==> config.mk <==
export PLATFORM = sky130hd
export DESIGN_NAME = noc_output_switch_rr_flat
export DESIGN_NICKNAME = d
export VERILOG_FILES = /design/src/rtl/noc_output_switch_rr_if.sv /design/src/rtl/noc_output_switch_rr.sv /design/src/flat_wrapper.sv
export SDC_FILE = /design/constraint.sdc
export NUM_CORES = 1
export LEC_CHECK = 0
export CAP_MARGIN = 20
export CORE_AREA = 2 2 311 313
export CTS_BUF_LIST = sky130_fd_sc_hd__clkbuf_4 sky130_fd_sc_hd__clkbuf_8
export CTS_CLUSTER_SIZE = 25
export DETAILED_ROUTE_END_ITERATION = 8
export DIE_AREA = 0 0 313 315
export SLEW_MARGIN = 10
export SYNTH_ARGS = -nofsm -noshare
export SYNTH_HDL_FRONTEND = slang
export SYNTH_SLANG_ARGS = --single-unit
==> constraint.sdc <==
create_clock -name noc_clk -period 11.9 [get_ports noc_clk]
set_clock_uncertainty 0.1 [all_clocks]
set_input_delay 2.38 -clock noc_clk [delete_from_list [all_inputs] [get_ports noc_clk]]
set_output_delay 2.38 -clock noc_clk [all_outputs]
set_load 0.01 [all_outputs]
layer_met1.png
Supply wires on this layer in gray.
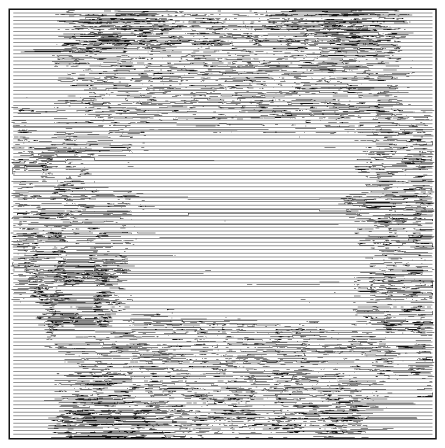
nets with wire on the layer: 2514
share of all routed wire: 41%
wire length on this layer: 32.1 mm
longest straight run: 228 um
main direction: horizontal
routed vias: 16390
final WL: 78960 um
met1 usage: 0.1931

layer_met2.png
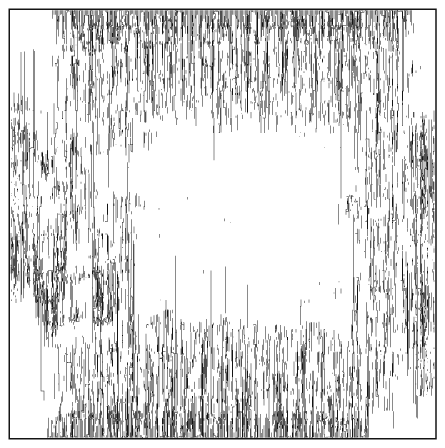
longest straight run: 106 um
main direction: vertical
met2 usage in global routing: 0.2578

==> changes_impl.md <==
### Implementation results

* Port buffer count at between 800 and 900
* Final Core Density at 0.3801
* Cts bufs inserted at between 90 and 100
* Bufs on Longest Clock Path at 3
* Synthesis area per yosys at between 20000 and 30000 sq um
* Via/cell ratio at 4.790
* Share of post-route cells with drive strength above 1 at 0.2097
* Status: finished, final reports clean
* Leak at 0.01215 uW
* Post-route ant nets at 0
* Logic pwr share at 0.571
* Area of the core at 95710 sq um
* DIE AREA at between 90000 and 100000 sq um
* Crit path cell chain: clkdlybuf4s50_1 > nand2_1 > nor3_1 > o31ai_1 > a21oi_1 > or4b_4 > o211ai_4 > buf_4 > mux2i_1 > mux2i_1 > a211oi_2 > buf_4 > inv_1 > clkdlybuf4s50_1
* Cell Count Post-Placement at 3253
* Total GRT Usage at 0.1536
* Mux area share at 0.2399
* Biggest Area Class: registers
* Clkbuf count at roughly 130
* Dominant register cell: edfxtp_1
* Non-CTS inverters at 16
* Post-cts hold buffer count at 0
* Critical path buffers and inverters at 5
* Sw frac at 0.3725
* Max incr delay on CP at approximately 0.53 ns
* Worst-Margin Slew at 1.077 ns
* Synth Seq Share at 0.6373
* Met3 Use GR at 0.04269
* Global-route wire length before repair at 113400 um
* I/O pins at around 800
* Max cap viols at 0
* Fa+ha+maj area frac at 0.008591
* Pre-antenna DRT Iters at 5
* Clock Power Share at 0.127
* Power density cells at approximately 360 nW/um^2
* CP Depth at 14
* R2R depth at 18
* Clock Sinks at roughly 530
layer usage:
metal,routed length (um),vias up
met1,32120,8559
met5,12,-
met4,2002,2
met3,5077,113
li1,-,7129
met2,39750,589
per-stage QoR:
stage / total power (uW) / worst slack [ns]
after floorplan: 8970 / 0.8332
after global placement: 11380 / 2.902
after detailed placement: 11550 / 2.934
after CTS: 13270 / 2.905
after global routing: 13790 / 2.659
final: 13020 / 2.950
cells in the mapped netlist (all sizes together) (4+ instances only):
| library cell | count | area share |
|---|---|---|
| buf | 55 | 0.012 |
| mux2i | 12 | 0.0048 |
| o211ai | 4 | 0.0017 |
| inv | 16 | 0.0024 |
| nor2 | 11 | 0.0017 |
| xnor2 | 9 | 0.0034 |
| a211oi | 4 | 0.0014 |
| a21o | 5 | 0.0015 |
| o21a | 5 | 0.0015 |
| o21ai | 10 | 0.0020 |
| or2 | 4 | 0.0010 |
| o2111ai | 5 | 0.0017 |
| nand2b | 9 | 0.0022 |
| nor2b | 16 | 0.0040 |
| and2 | 9 | 0.0022 |
| ha | 14 | 0.0070 |
| nand2 | 15 | 0.0022 |
| nand3 | 8 | 0.0016 |
| nor3 | 7 | 0.0014 |
| a21oi | 19 | 0.0044 |
| a22o | 130 | 0.045 |
| clkbuf | 41 | 0.0061 |
| dfrtp | 14 | 0.014 |
| edfxtp | 520 | 0.62 |
| mux4 | 260 | 0.23 |
| o31ai | 4 | 0.0012 |
power groups by stage:
| stage | Sequential, uW | Combinational [uW] | Clock, uW |
|---|---|---|---|
| finish | 3940 | 7440 | 1650 |
| global route | 4000 | 8000 | 1800 |
| floorplan | 3990 | 4980 | 0 |
| detailed placement | 3990 | 7570 | 0 |
| CTS | 3950 | 7600 | 1710 |
| global placement | 3950 | 7440 | 0 |
No activity file was given, so power comes from the tool's default toggle rates.
